Figure 1. The metal 3 layer.
Scale bar: 20 um.
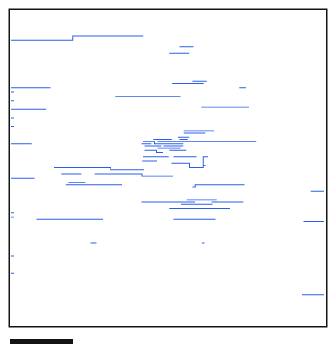
Figure 2. Close-up of the layout.
Region (30, 10) to (70, 50) um. Cells in grey, sequential cells in the stronger grey; small squares are vias.
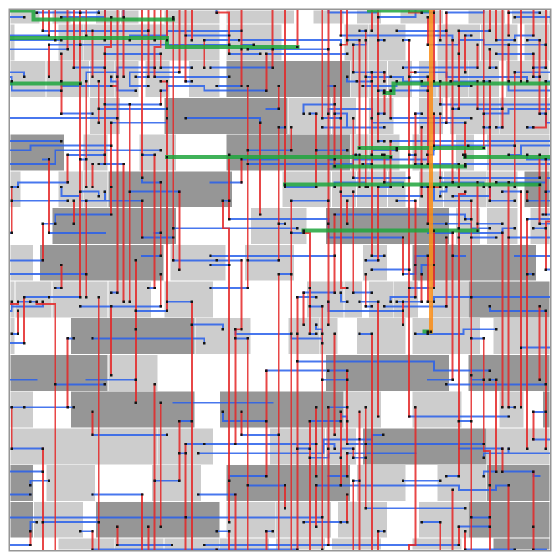
Figure 3. Placement view.
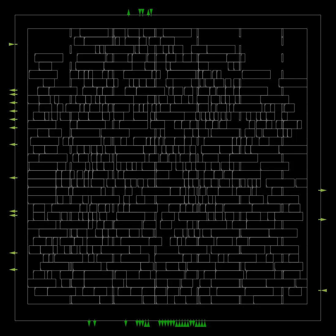
Figure 4. Routed metal, one colour a layer.
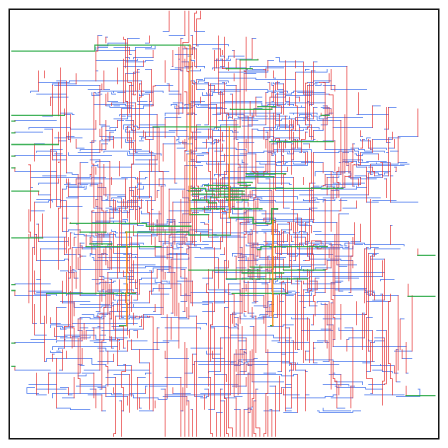
Figure 5. Clock distribution.
Scale bar: 20 um.
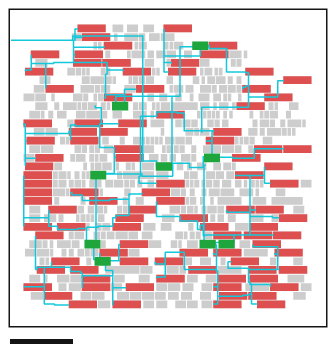
==> config.mk <==
export PLATFORM = sky130hd
export DESIGN_NAME = bt656_block_capture
export DESIGN_NICKNAME = d
export VERILOG_FILES = /design/src/rtl/bt656_block_capture.sv
export SDC_FILE = /design/constraint.sdc
export NUM_CORES = 1
export LEC_CHECK = 0
export CAP_MARGIN = 20
export CORE_MARGIN = 4
export CORE_UTILIZATION = 57
export DETAILED_ROUTE_END_ITERATION = 8
export GPL_TIMING_DRIVEN = 0
export PLACE_DENSITY = 0.8
export SLEW_MARGIN = 20
export SYNTH_ARGS = -nofsm -noshare
export SYNTH_HDL_FRONTEND = slang
export SYNTH_SLANG_ARGS = --single-unit
==> constraint.sdc <==
create_clock -name llck -period 2.74 [get_ports llck]
set_input_delay 0.274 -clock llck [delete_from_list [all_inputs] [get_ports llck]]
set_output_delay 0.274 -clock llck [all_outputs]
set_load 0.01 [all_outputs]
==> Slide: Implementation Results <==
Physical Implementation Snapshot

Run status
  • Outcome: finished clean

Yosys
  • Yosys Instances: 444
  • Ys flops: 98
  • Synth cell types: 63
  • Multiplexer share: 0.0538
  • Yosys adder share: 0.0392
  • Async SR Flop Fraction: 1.00

Layout
  • Logic area: 2180 um^2
  • Seq. cell area: 2450 um^2
  • Layout cells sized above 1: 0.103
  • Finished Cell Area: 5620 um^2

Hold path
  • Hold Crit Class: primary input to async pin

Timing
  • Tcrit/Tclk final: 0.926
  • Worst slew margin: 0.598

Clock network
  • Clk root buf: clkbuf_8

Critical path
  • Buf/Inv on CP: 1
  • Critical Path End Type: register
  • Critical Path RT: 2980 ps

Place
  • Placed cell areas: 5400 um^2

Global route
  • Largest net degree at the start of global routing: 51
  • Initial antenna violation count: 0

Power
  • Worst IR Drop VDD: 0.427 mV

Floorplan
  • Chip area: 9930 um^2
-- Figure 1 (at the start) --
share of all routed wire: 5.0%
wire length on this layer: 499 um
nets with wire on the layer: 48
main direction: horizontal
total number of vias: 3609
GR Layer Usage met3: 0.0288
routed wire length: 9.98 mm

-- Figure 2 (at the start) --
[green] met3
[orange] met4
[blue] met1
[red] met2
cells with their middle in the window: 106
most frequent: dfrtp_1 (20), clkdlybuf4s50_1 (13)
sequential cells in the window: 20

-- Figure 3 (at the start) --
sequential cells: 98
Tapcells: 105
core box area: 8180 um^2

-- Figure 4 (at the start) --
[orange] met4 | wire length: 107 um
[green] met3 | wire length: 499 um
[blue] met1 | wire length: 4320 um
[red] met2 | wire length: 5050 um
Global Route Usage Sum: 0.221
routed len/inst: 16.3 um

-- Figure 5 (at the start) --
[green] cells driving clock nets | count: 9
[red] flip-flops | count: 98
[cyan] clock wires | length: 1090 um
flops lie: widely spread
routed clock nets: 10
clk pwr: 0.971 mW
Clock Skew: 8.67 ps

[cell type report]
type / instances / share of cell area
Clock inverter: 7 / 0.0156
Buffer: 15 / 0.0163
Sequential cell: 98 / 0.437
Tap cell: 105 / 0.0234
Multi-Input combinational cell: 314 / 0.388
Timing Repair Buffer: 47 / 0.0871
Clock buffer: 9 / 0.0221
Inverter: 16 / 0.0107
[through the flow]
step	TNS [ps]	hold slack, ps	cells	utilization	power (mW)
finish	0	392	611	0.687	3.45
global route	0	384	611	0.687	3.65
CTS	0	374	612	0.687	3.49
detailed placement	-886	244	595	0.660	2.51
global placement	-204980	375	594	0.657	2.48
floorplan	0	-21.6	444	-	2.14
[power by group]
group	leakage, nW	total (mW)	switching (mW)	internal, mW
Combinational	1.10	0.802	0.433	0.368
Sequential	1.29	1.68	0.0946	1.58
Clock	0.0992	0.971	0.534	0.437
[kinds of logic (layout without fill, tap and decap cells)]
| kind of cell | Yosys count | count (layout) |
|---|---|---|
| simple gates | 161 | 161 |
| compound gates | 107 | 107 |
| flops | 98 | 98 |
| buf+inv | 32 | 94 |
| mux | 23 | 23 |
| fa+ha+maj | 15 | 15 |
| xor+xnor | 8 | 8 |
[per-layer routing]
layer / vias to the layer above / GRT usage / routed length [um]
li1: 1742 / - / -
met4: 0 / 0.0735 / 106
met2: 97 / 0.372 / 5050
met3: 8 / 0.0288 / 498
met5: - / 0 / 0
met1: 1762 / 0.297 / 4320
[timing repair]
item                                    CTS  global route
hold buffers                              1             0
endpoints found under the setup margin    0             1
endpoints found under the hold margin    48             0
Power and IR drop assume default switching activity.
